==> config.mk <==
export PLATFORM = sky130hd
export DESIGN_NAME = vcxo_lock_monitor_flat
export DESIGN_NICKNAME = d
export VERILOG_FILES = /design/src/rtl/vcxo_lock_monitor_pkg.sv /design/src/rtl/vcxo_lock_monitor_if.sv /design/src/rtl/vcxo_err_averager.sv /design/src/rtl/vcxo_lock_monitor.sv /design/src/flat_wrapper.sv
export SDC_FILE = /design/constraint.sdc
export NUM_CORES = 1
export LEC_CHECK = 0
export CAP_MARGIN = 20
export CORE_ASPECT_RATIO = 1.4
export CORE_MARGIN = 4
export CORE_UTILIZATION = 50
export CTS_BUF_LIST = sky130_fd_sc_hd__clkbuf_16
export CTS_CLUSTER_SIZE = 28
export DETAILED_ROUTE_END_ITERATION = 7
export GPL_TIMING_DRIVEN = 1
export HOLD_SLACK_MARGIN = 0.08
export PLACE_DENSITY = 0.8
export SLEW_MARGIN = 20
export SYNTH_ARGS = -nofsm -noshare
export SYNTH_HDL_FRONTEND = slang
export SYNTH_SLANG_ARGS = --single-unit
==> constraint.sdc <==
create_clock -name tcxo_clk_in -period 11.3 [get_ports tcxo_clk_in]
set_clock_uncertainty 0.15 [all_clocks]
set_input_delay 1.13 -clock tcxo_clk_in [delete_from_list [all_inputs] [get_ports tcxo_clk_in]]
set_output_delay 1.13 -clock tcxo_clk_in [all_outputs]
set_load 0.005 [all_outputs]
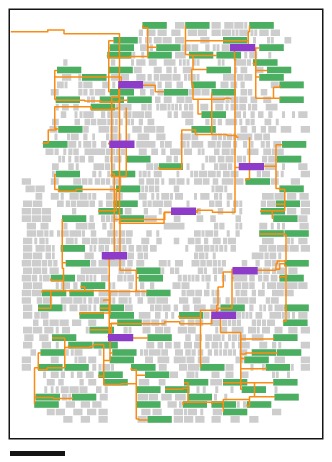
Figure 1: clock wires, drivers and flops.
The bar under the picture is 20 um long.
clock-net drivers: shown in purple, count 9. clock wires: shown in orange, length 1570 um. flip-flops: shown in green, count 109.
There are 10 routed clock nets. Position of the flops: all over the die.
Power Clock: 0.000328 W
Clk pwr share: 0.301

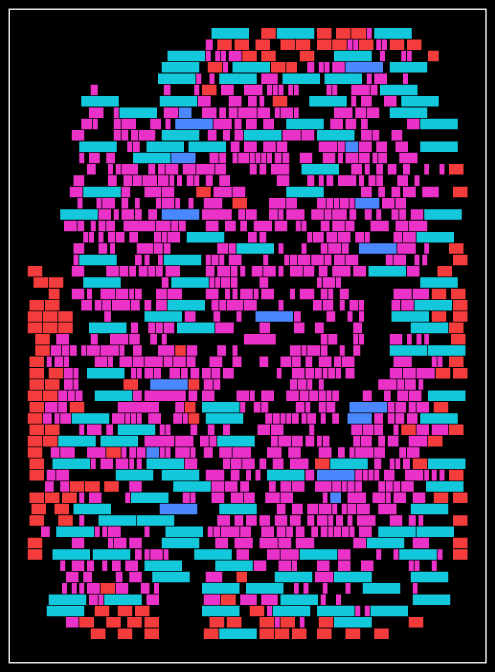
Figure 2: cells coloured by class.
clock drivers and dummy loads: shown in blue, cells 16. remaining buffers and delay cells: shown in red, cells 128. registers: shown in cyan, cells 109. remaining logic cells: shown in magenta, cells 756.
core area: 15500 sq um
post-layout util: 0.613
sequential cell area share: 0.286
fin area: 9530 sq um
Core Rows: 54

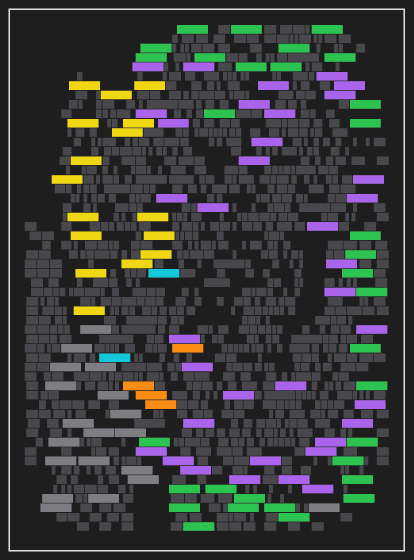
Figure 3: sequential cells grouped by signal name.
Other sequential cells in the stronger grey, the rest of the logic in the fainter grey.
u_core.run_q: shown in yellow, sequential cells 16. u_core.lock_state: shown in cyan, sequential cells 2. u_core.u_avg.acc_q: shown in purple, sequential cells 36. u_core.u_avg.cnt_q: shown in orange, sequential cells 4. u_core.u_avg.avg_error_o: shown in green, sequential cells 32.
Seq group: 0.000437 W
sequential cell area: 2730 sq um

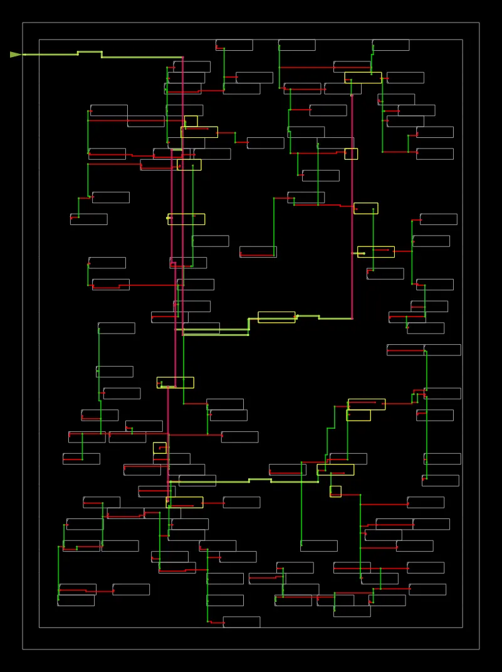
Figure 4: the clock network.
Clock Latency Late Sink: 0.37 ns
registers: 109
CTS sink count: 109
Clock Buffer Count: 9

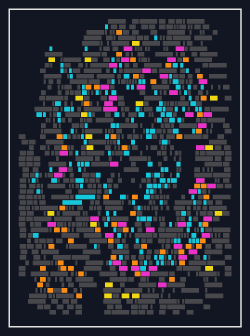
Figure 5: logic cells by family.
mux cells: shown in yellow, cells 18, where all over the die. xor and xnor cells: shown in orange, cells 56, where all over the die. fa/ha/maj cells: shown in magenta, cells 42. aoi and oai cells: shown in cyan, cells 158.
Layout Cells excl Fill: 1205
most numerous logic cell after layout: nand2_1
logic share of the area: 0.513

==> changes_impl.md <==
### Implementation results

* Top non-seq family: simple AND/OR/NAND/NOR gates
* Worst-path clk slew at around 0.08 ns
* Buffers excl. clock at ~130
* Dpl cell area at 9220 sq um
* # Taps at around 200
* Hold/Removal Path Class: reg -> reg
* CP Data Required Time at ~11 ns
* Final ANT Viol Nets at 0
* Most common cell in the netlist: nand2_1
* Net Sw Power at between 0.0003 and 0.0004 W
* Hold-fix buffer count after cts at 0
* Clock Tree Root: clkbuf_16
* OpenROAD warning count at 28
* Nets at about 1100
* Xor/xnor share at 0.0622
* Outcome: finished clean
* Buf/Inv on CP at 2
* Logic gate share of total power at 0.298
* Top class by area: combinational gates
* WHS at 0.326 ns
* Layout clock area frac at 0.0323
* Cycle use final at 0.483
* Levels on crit path at 13
* Routed WL at around 21000 um
[metal layers]
layer | vias to the layer above | wire, um | track usage
met5 | - | 0 | 0
met4 | 0 | 746 | 0.104
met3 | 53 | 1050 | 0.0406
met2 | 218 | 11100 | 0.431
met1 | 3572 | 8520 | 0.278
li1 | 3548 | - | -
[logic make-up after synthesis]
kind of cell             count (synthesis)
XOR/XNOR                                56
AND-OR/OR-AND                          247
buffers and inverters                   66
adder cells (fa/ha/maj)                 42
flip-flops                             109
AND/OR/NAND/NOR                        367
multiplexers                            18
[tightest hold or removal path: stages, from the launching register on]
cell     delay (ns)
dfrtp_1        0.35
nand2_1        0.05
nand2_1        0.05
No activity file was given, so power comes from the tool's default toggle rates.
